**config.mk**
```make
export PLATFORM = sky130hd
export DESIGN_NAME = no_generic
export DESIGN_NICKNAME = d
export VERILOG_FILES = /design/src/rtl/no_generic.sv
export SDC_FILE = /design/constraint.sdc
export NUM_CORES = 1
export LEC_CHECK = 0
export ABC_AREA = 1
export ABC_CLOCK_PERIOD_IN_PS = 3490
export CORE_MARGIN = 1
export CORE_UTILIZATION = 68
export DETAILED_ROUTE_END_ITERATION = 8
export DONT_BUFFER_PORTS = 1
export GPL_ROUTABILITY_DRIVEN = 0
export HOLD_SLACK_MARGIN = 0.08
export PLACE_DENSITY = 0.82
export SYNTH_ARGS = -nofsm -noshare
export SYNTH_HDL_FRONTEND = slang
export SYNTH_SLANG_ARGS = --single-unit
```
**constraint.sdc**
```tcl
create_clock -name clk -period 3.49 [get_ports clk]
set_input_delay 0.349 -clock clk [delete_from_list [all_inputs] [get_ports clk]]
set_output_delay 0.349 -clock clk [all_outputs]
set_load 0.02 [all_outputs]
```
**src/rtl/no_generic.sv**
```systemverilog
// Boolean network node: evaluates one gene's truth-table update function over
// NUM_TRAJ independent trajectories, each with its own update divider and
// steady-state detector.
module no_generic #(
  parameter int unsigned           NUM_IN    = 5,
  parameter int unsigned           NUM_TRAJ  = 2,
  parameter logic [2**NUM_IN-1:0]  TT        = 32'hFFFFFEEE,
  parameter int unsigned           DIV_W     = 4,
  parameter int unsigned           STAB_W    = 8,
  parameter int unsigned           STABLE_TH = 4
) (
  input  logic                         clk,
  input  logic                         rst,
  input  logic                         reset_nos,
  input  logic [NUM_TRAJ-1:0]          init_state,
  input  logic [NUM_TRAJ-1:0]          start,
  input  logic [NUM_TRAJ*DIV_W-1:0]    div,
  input  logic [NUM_TRAJ*NUM_IN-1:0]   in_bits,
  output logic [NUM_TRAJ-1:0]          s,
  output logic [NUM_TRAJ-1:0]          changed,
  output logic [NUM_TRAJ-1:0]          stable,
  output logic [NUM_TRAJ-1:0]          upd
);

  for (genvar t = 0; t < NUM_TRAJ; t++) begin : g_traj
    logic              s_q, s_d;
    logic              chg_q, chg_d;
    logic              upd_q, upd_d;
    logic [DIV_W-1:0]  ph_q, ph_d;
    logic [STAB_W-1:0] stab_q, stab_d;
    logic [DIV_W-1:0]  div_t;
    logic [DIV_W-1:0]  per_m1;
    logic [NUM_IN-1:0] idx;
    logic              nxt;

    assign div_t  = div[t*DIV_W +: DIV_W];
    // div of 0 and 1 both mean "every start", so the wrap point is 0 for both.
    assign per_m1 = (div_t == '0) ? '0 : div_t - 1'b1;
    assign idx    = in_bits[t*NUM_IN +: NUM_IN];
    assign nxt    = TT[idx];

    // Next-state: reload, evaluate on phase 0, skip otherwise, advance phase.
    always_comb begin
      s_d    = s_q;
      ph_d   = ph_q;
      stab_d = stab_q;
      chg_d  = 1'b0;
      upd_d  = 1'b0;
      if (reset_nos) begin
        s_d    = init_state[t];
        ph_d   = '0;
        stab_d = '0;
      end else if (start[t]) begin
        if (ph_q == '0) begin
          s_d   = nxt;
          upd_d = 1'b1;
          chg_d = (nxt != s_q);
          if (nxt == s_q) begin
            stab_d = (stab_q == '1) ? stab_q : stab_q + 1'b1;
          end else begin
            stab_d = '0;
          end
        end
        // >= so a shrunken divider wraps immediately instead of running out.
        ph_d = (ph_q >= per_m1) ? '0 : ph_q + 1'b1;
      end
    end

    // State register with asynchronous active-low reset.
    always_ff @(posedge clk or negedge rst) begin
      if (!rst) begin
        s_q    <= 1'b0;
        ph_q   <= '0;
        stab_q <= '0;
        chg_q  <= 1'b0;
        upd_q  <= 1'b0;
      end else begin
        s_q    <= s_d;
        ph_q   <= ph_d;
        stab_q <= stab_d;
        chg_q  <= chg_d;
        upd_q  <= upd_d;
      end
    end

    assign s[t]       = s_q;
    assign changed[t] = chg_q;
    assign upd[t]     = upd_q;
    assign stable[t]  = (stab_q >= STAB_W'(STABLE_TH));
  end

endmodule

```
==> run_1/layer_met3.png <==
Scale: 6 px per µm.
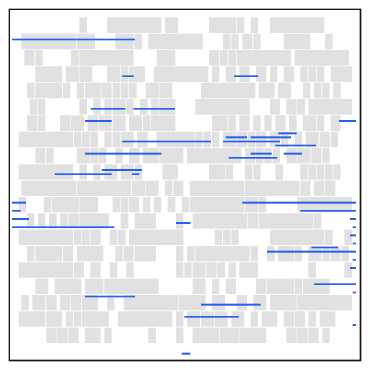
share of all routed wire: 5.7%
nets with wire on the layer: 37
wire length on this layer: 238 µm
longest straight run: 20.2 µm
main direction: horizontal
met3 Usage GRT: 0.0484
via count: 1,914
Post-Route WL: 4210 µm

==> run_1/layer_met1.png <==
Scale: 10 px per µm. Supply wires on this layer in gray.
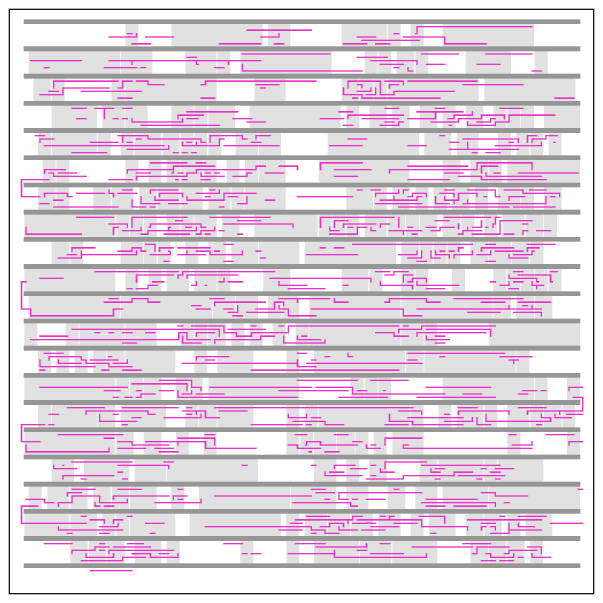
share of all routed wire: 46%
longest straight run: 19.8 µm
main direction: horizontal

==> run_1/congestion.png <==
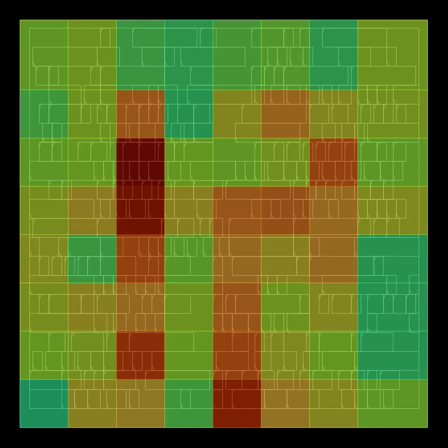
GRT Util Overall: 0.268
final core utilization: 0.745

==> run summary, run 1 <==
run results: hold buffer count at cts 4, Relative slew margins 0.792, Mapped Area ~2200 µm², Setup-failing EPs final 0, Worst Setup End Kind output port, Logic area approximately 1200 µm², Flops 30, power share of the combinational group 0.207, reg2reg end g_traj[1].stab_q[3], Init Core Util 0.712, Multiplexer share 0, pwr dens roughly 350 nW/µm², post-CTS setup repair buffer count 0, Die X 58.3 µm, CP endpoint stable[1], tool warning count 32, Sw Pwr around 0.27 mW, setup TNS 0 ps, Total Power ~0.8 mW, clk_lat worst skew ~330 ps, met1 Usage GRT 0.375, CTS Buffer Depth 2, Final Hold Fails 0, unrepaired setup endpoints after global routing false, Synth Area in XOR/XNOR 0.0163, syn avg cell area 7.40 µm², synthesis area per yosys 2150 µm², Root Driver clkbuf_4, Die Height 58.3 µm, DP HPWL 3170 µm, nonclk buf count 4, Inverters 35, Adders+Majority by Area 0.0929, GRT busiest layer met2, clock power share 0.283, Leak ~1.1 nW, crit share post-route 0.475, Worst R2R Path Depth 8, DRC 0, internal power 0.525 mW, Synth top cells by count nand2_1 (69), nand3_1 (32), inv_1 (31), Detailed Routing Iterations Pass 1 4, CTS clock-pin slew for the worst setup and hold paths around 100 ps, Clock Skew ~3.7 ps, Well Taps 44, top cells by area dfrtp_1 (35%), nand2_1 (12%), ha_1 (9.3%), Port Buf Inserts 0, FP Rows 20, Yosys top cell by instances nand2_1, max cap viols 0, clk cell area share 0.0283, Syn Inst Count a little under 300, main flop type dfrtp_1, Commonest Layout Cell nand2_1, # fillers around 260, core footprint between 3000 and 4000 µm², H-Tree Depth 2, Reg power frac 0.510, WL/cell between 10 and 15 µm, Ys Warns 0, worst reg2reg setup slack 1870 ps, run status complete, no violations, vias in the first global route 1,603, Post-synth EDFFs 0, Basic Gates by Area 0.366, Metal-1 WL 1940 µm, post-place instance area about 2100 µm², clkbuf count 6, max-slew violation count 0, Fin Hold WS 96.0 ps, Largest cell class multi-input combinational cells, Placed Cells approximately 330, PnR worst setup slack 1830 ps
run 1: sequential cells by signal (all words and copies together), names as in the netlist:
| register | count |
|---|---|
| g_traj.ph_q | 8 |
| g_traj.stab_q | 16 |
| g_traj.chg_q | 2 |
| g_traj.upd_q | 2 |
| g_traj.s_q | 2 |
run 1: worst min-delay path by stage:
stage / start / to / slack, ps / cells past startpoint
finish: reset_nos / g_traj[0].chg_q / 100 / 1
global route: reset_nos / g_traj[0].chg_q / 80 / 1
CTS: reset_nos / g_traj[0].chg_q / 90 / 1
detailed placement: rst / g_traj[1].stab_q[1] / 50 / 0
global placement: rst / g_traj[1].stab_q[2] / 50 / 0
floorplan: rst / g_traj[0].chg_q / 50 / 0
run 1: critical path, stage by stage (launching register included):
cell     delay, ps
dfrtp_1        430
nor4_1         300
nand3_1        250
==> run 2: changes to the inputs <==
Settings changed: ABC_CLOCK_PERIOD_IN_PS 3490 to 1660, CORE_UTILIZATION 68 to 63, PLACE_DENSITY 0.82 to 0.77.
Clock period 3.49 ns to 1.66 ns, I/O delays scaled along.
==> run_2/layer_met3.png <==
Scale: 6 px per µm.
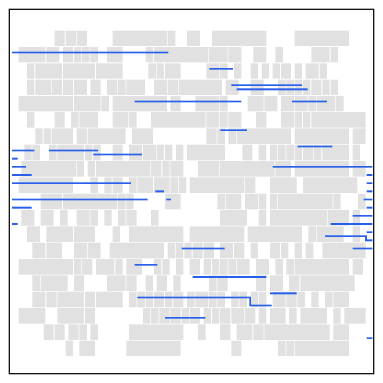
wire length on this layer: 256 µm
longest straight run: 25.8 µm
share of all routed wire: 5.7%
met3 Usage GRT: 0.0768
via count: 1,944
Post-Route WL: 4520 µm

==> run_2/congestion.png <==
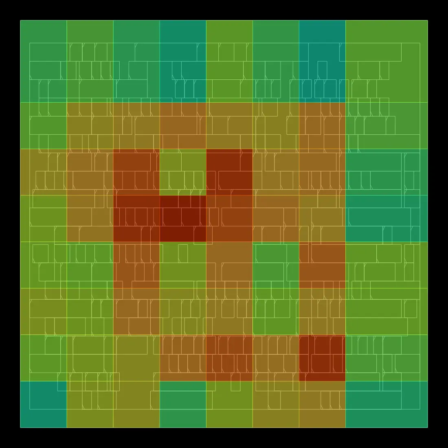
GRT Util Overall: 0.274
grt met2 use: 0.441
WL/cell: 13.0 µm
GRT busiest layer: met2
final core utilization: 0.754

==> run 2 against run 1 <==
Via count increased by 1.6%. Largest power group unchanged. Synthesized cell count unchanged. Power rose by 140%. First-iteration DRC count is 1.6% higher.
==> run summary, run 2 <==
run results: Reg power frac 0.451 (-0.059), Slowest cell on crit path dfrtp_1, worst r2r src g_traj[0].ph_q[0], TritonCTS clock tree yes, area delta synth->final 10.4%, max reg flops 16 (unchanged), run status complete, no violations, DP HPWL 3300 µm (+3.9%), Clock Skew 20.9 ps (+17.2 ps), synthesis area per yosys 2150 µm² (unchanged), Detailed Routing Iterations Pass 1 4 (unchanged), crit share post-route 0.920, Comb area share 0.521, Root Driver clkbuf_4, most frequent cell on the critical path nand2_1, worst reg2reg setup slack 130 ps (-1740 ps), Worst R2R Path Depth 7 (-1), PostCTS Resize Cnt 0, Distinct lib cells used 33, post-CTS setup repair buffer count 0 (unchanged), Setup-failing EPs final 0 (unchanged), DRT antenna net count 0, top flop regs g_traj.stab_q x16, g_traj.ph_q x8, Non-Filler Instances approximately 350, Commonest Layout Cell nand2_1, Port Buf Inserts 0 (unchanged), vias in the first global route 1,742 (+8.7%), Worst Setup End Kind flip-flop, crit-path cells inv_1, ha_1, nand4_1, nand2_1, nand2_8, nand2_1, o21ai_2, start point of the worst hold path reset_nos, max-slew violation count 0 (unchanged), NonClk Buf Share 0.0516, clkbuf count 5 (-1), Synth top cells by count nand2_1 (69), nand3_1 (32), inv_1 (31), syn avg cell area 7.40 µm² (unchanged), Num CTS Buffers 5, top cells by area dfrtp_1 (35%), nand2_1 (12%), ha_1 (9.3%), unrepaired setup endpoints after global routing false, Sw Pwr 0.618 mW (+130%), FP Rows 20 (unchanged), Die Height 60.5 µm (+3.8%), PnR worst setup slack 133 ps (-1700 ps), nonclk buf count 12 (+8), Die X 60.5 µm (+3.8%), Crit path depth 7 (+5), clk_lat worst skew 350 ps (+20 ps), Logic area 1240 µm² (+3.0%), Slew @ Worst Pin roughly 530 ps, post-layout min period around 1500 ps, Relative slew margins 0.645 (-0.147), Largest Register g_traj.stab_q, tool warning count 33 (+3.1%), power share of the combinational group 0.234 (+0.027), reg2reg end g_traj[0].stab_q[2], hold buffer count at cts 8 (+4), Well Taps 44 (unchanged), Init Core Util 0.683 (-0.0282), multi-input gates about 220, Crit path largest cell delay 410 ps (-20 ps), DRC 0 (unchanged), CP Buf/Inv Count 1 (+1), Inverters 35 (unchanged), Top Consumer sequential cells, Metal-1 WL 2110 µm (+8.5%), Leak 1.20 nW (+5.8%), H-Tree Depth 2 (unchanged), Ys Warns 0 (unchanged), clock power share 0.315 (+0.032), Critical Path RT around 1900 ps, critical path's top delay family simple AND/OR/NAND/NOR gates, largest net degree at the start of global routing 31, internal power 1.26 mW (+140%), Post-synth EDFFs 0 (unchanged), grt ovf 0, Syn Inst Count 291 (unchanged), Largest cell class multi-input combinational cells, CP endpoint g_traj[0].stab_q[2], switch share 0.330, Placed Cells 331 (+1.2%), CTS clock-pin slew for the worst setup and hold paths 110 ps (about the same), # fillers 249 (-2.7%), met2 wire len between 2000 and 2500 µm, Mapped Area 2150 µm² (unchanged), setup TNS 0 ps (unchanged), met1 Usage GRT 0.362 (-0.0134), CTS Buffer Depth 2 (unchanged), Total Power 1.87 mW (+140%), pre-CTS worst setup slack 67.2 ps, via/cell ratio 5.60, critical path arrival between 1500 and 2000 ps, clk cell area share 0.0326 (+0.00431), nets@finish 343, WHS Path Cells 3 (+2), core footprint 3150 µm² (+4.1%), Flops 30 (unchanged), main flop type dfrtp_1, hold path endpoint g_traj[0].stab_q[3], pwr dens 788 nW/µm² (+120%), max cap viols 0 (unchanged), Final Hold Fails 0 (unchanged), Yosys top cell by instances nand2_1
-- run 2: cell counts after synthesis --
No cell type changed its count.
-- run 2: cells by family (layout without fill, tap and decap cells) --
| kind of cell | after synthesis | in the layout | synth area share |
|---|---|---|---|
| adder cells (fa/ha/maj) | 16 | 16 | 0.0929 |
| buffers and inverters | 43 | 55 | 0.0929 |
| AND/OR/NAND/NOR | 169 | 169 | 0.366 |
| AND-OR/OR-AND | 29 | 29 | 0.0836 |
| flip-flops | 30 | 30 | 0.348 |
| XOR/XNOR | 4 | 4 | 0.0163 |
-- run 2: per-stage QoR --
stage / instance area (µm²) / hold WS [ps]
after floorplan: 2150 / -130
after global placement: 2170 / -129
after detailed placement: 2170 / -129
after CTS: 2340 / 98.9
after global routing: 2380 / 100
final: 2380 / 103
==> run 3: changes to the inputs <==
Settings changed: CAP_MARGIN from default to 20.
==> run_3/flops_by_reg.png <==
Scale: 8 px per µm. Other sequential cells in the stronger gray, the rest of the logic in the fainter gray.
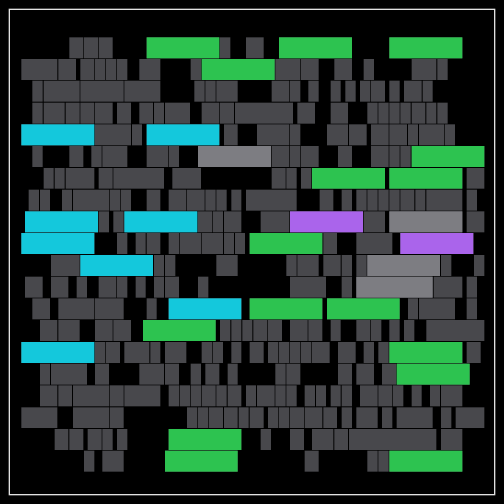
legend:
  g_traj.chg_q:
    color: purple
    flops: 2
  g_traj.ph_q:
    color: cyan
    flops: 8
    where: west
  g_traj.stab_q:
    color: green
    flops: 16
not colored: 4
Seq group: 0.845 mW
register area: 752 µm²

==> run_3/layer_met3.png <==
Scale: 6 px per µm.
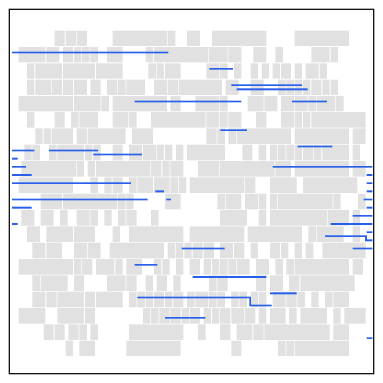
longest straight run: 25.8 µm
wire length on this layer: 256 µm
share of all routed wire: 5.7%
nets with wire on the layer: 33
main direction: horizontal

==> run 3 against run 2 <==
Critical path depth did not move. Sequential power barely moved. Critical path type unchanged. Hold slack did not move. Register-to-register slack barely moved. Clock power barely moved. Via count did not move. Fmax did not move. Non-clock buffer count did not move. Synthesized cell count did not move. Combinational power barely moved.
==> run summary, run 3 <==
run results: clock power share 0.315 (about the same), pwr dens 788 nW/µm² (unchanged), Detailed Routing Iterations Pass 1 4 (unchanged), CP endpoint g_traj[0].stab_q[2], layout cells sized above 1 0.132, most frequent cell on the critical path nand2_1, Clock Skew 20.9 ps (unchanged), CP Buf/Inv Count 1 (unchanged), Mapped Area 2150 µm² (unchanged), Yosys top cell by instances nand2_1, met2 wire len 2100 µm (unchanged), worst r2r src g_traj[0].ph_q[0], Largest Register g_traj.stab_q, Non-Filler Instances 347 (unchanged), Worst Setup End Kind flip-flop, clkbuf count 5 (unchanged), nets@finish 343 (unchanged), WHS Path Cells 3 (unchanged), H-Tree Depth 2 (unchanged), largest net degree at the start of global routing 31 (unchanged), Comb area share 0.521 (unchanged), Critical Path RT 1920 ps (about the same), Worst R2R Path Depth 7 (unchanged), Distinct lib cells used 33 (unchanged), vias in the first global route 1,742 (unchanged), Metal-1 WL 2110 µm (unchanged), main flop type dfrtp_1, internal power 1.26 mW (unchanged), Crit path largest cell delay 410 ps (about the same), Slew @ Worst Pin 531 ps (unchanged), FP Rows 20 (unchanged), Sw Pwr 0.618 mW (unchanged), grt ovf 0 (unchanged), crit share post-route 0.920 (unchanged), tool warning count 33 (unchanged), post-layout min period 1530 ps (unchanged), post-place instance area 2170 µm² (unchanged), crit path max fanout 13, via count 1,944 (unchanged), Post-Route WL 4520 µm (unchanged), reg2reg end g_traj[0].stab_q[2], Synth top cells by count nand2_1 (69), nand3_1 (32), inv_1 (31), final core utilization 0.754 (unchanged), clk cell area share 0.0326 (unchanged), most frequent cells in the layout nand2_1 (67), nand3_1 (31), inv_1 (29), dfrtp_1 (29), nor2_1 (27), Top-area cell share 0.348, power share of the combinational group 0.234 (about the same), hold path endpoint g_traj[0].stab_q[3], critical path arrival 1780 ps (about the same), clk_lat worst skew 350 ps (about the same), CTS Buffer Depth 2 (unchanged), Commonest Layout Cell nand2_1, NonClk Buf Share 0.0516 (unchanged), TritonCTS clock tree yes, Syn Inst Count 291 (unchanged), nonclk buf count 12 (unchanged), area delta synth->final 10.4% (unchanged), critical path's top delay family simple AND/OR/NAND/NOR gates, start point of the worst hold path reset_nos, Final Hold Fails 0 (unchanged), via/cell ratio 5.60 (unchanged), PnR worst setup slack 133 ps (unchanged), Reg power frac 0.451 (about the same), Num CTS Buffers 5 (unchanged), Die Height 60.5 µm (unchanged), Crit path depth 7 (unchanged), Port Buf Inserts 0 (unchanged), met1 Usage GRT 0.362 (unchanged), setup TNS 0 ps (unchanged), Setup-failing EPs final 0 (unchanged), worst reg2reg setup slack 130 ps (about the same), Post-synth EDFFs 0 (unchanged), Logic area 1240 µm² (unchanged), post-CTS setup repair buffer count 0 (unchanged), # fillers 249 (unchanged), run status complete, no violations, Die X 60.5 µm (unchanged), max cap viols 0 (unchanged), CTS clock-pin slew for the worst setup and hold paths 110 ps (about the same), Total Power 1.87 mW (unchanged), Init Core Util 0.683 (unchanged), top flop regs g_traj.stab_q x16, g_traj.ph_q x8, Slowest cell on crit path dfrtp_1, Root Driver clkbuf_4, synthesis area per yosys 2150 µm² (unchanged), top cells by area dfrtp_1 (35%), nand2_1 (12%), ha_1 (9.3%), GRT Util Overall 0.274 (unchanged), crit-path cells inv_1, ha_1, nand4_1, nand2_1, nand2_8, nand2_1, o21ai_2, Flops 30 (unchanged), max reg flops 16 (unchanged), Ys Warns 0 (unchanged), Placed Cells 331 (unchanged), switch share 0.330 (unchanged), Finished Cell Area 2380 µm² (unchanged), multi-input gates 218 (unchanged), unrepaired setup endpoints after global routing false, core footprint 3150 µm² (unchanged), Relative slew margins 0.645 (unchanged), syn avg cell area 7.40 µm² (unchanged), Fin Hold WS 103 ps (unchanged), Well Taps 44 (unchanged), grt met2 use 0.441 (unchanged), WL/cell 13.0 µm (unchanged), max-slew violation count 0 (unchanged)
run 3: power groups by stage:
| stage | clock (mW) | combinational (mW) | sequential (mW) |
|---|---|---|---|
| finish | 0.590 | 0.439 | 0.845 |
| global route | 0.632 | 0.497 | 0.854 |
| CTS | 0.596 | 0.406 | 0.842 |
| detailed placement | 0 | 0.362 | 0.856 |
| global placement | 0 | 0.350 | 0.856 |
| floorplan | 0 | 0.327 | 0.830 |
run 3: kinds of logic after synthesis:
group,share of synthesized area
compound gates,0.0836
buf+inv,0.0929
flops,0.348
simple gates,0.366
fa+ha+maj,0.0929
xor+xnor,0.0163
run 3: what timing repair did:
item	in CTS	in global routing
endpoints found under the setup margin	0	10
hold buffers	8	0
resized	0	12
endpoints found under the hold margin	51	0

==> gallery <==
Routed metal, one color a layer.
Scale: 8 px per µm. Only two layers are drawn.
(a)
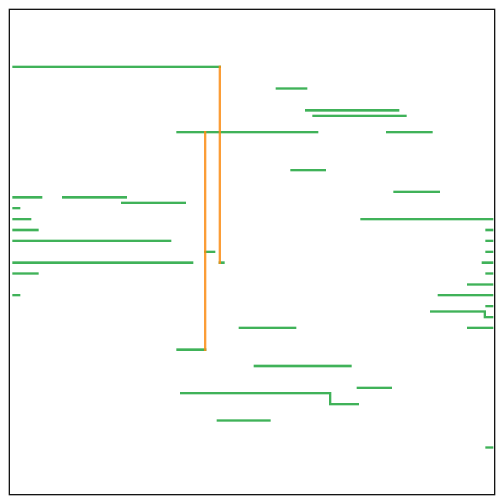
(b)
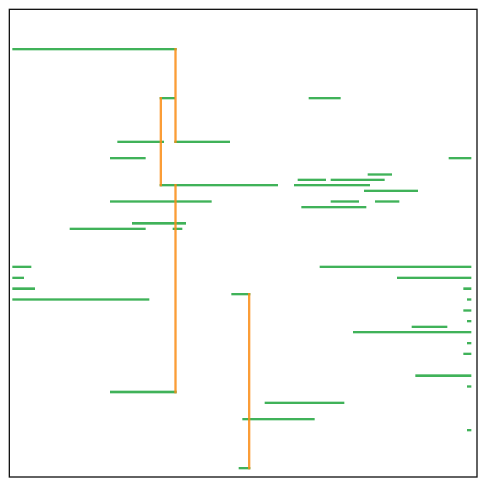
- (b) = run 1
- (a) = run 3

Key to (a):
legend:
  metal 3:
    color: green
    wire_length: 256 µm
  metal 4:
    color: orange
    wire_length: 51.7 µm

No activity file was given, so power comes from the tool's default toggle rates.
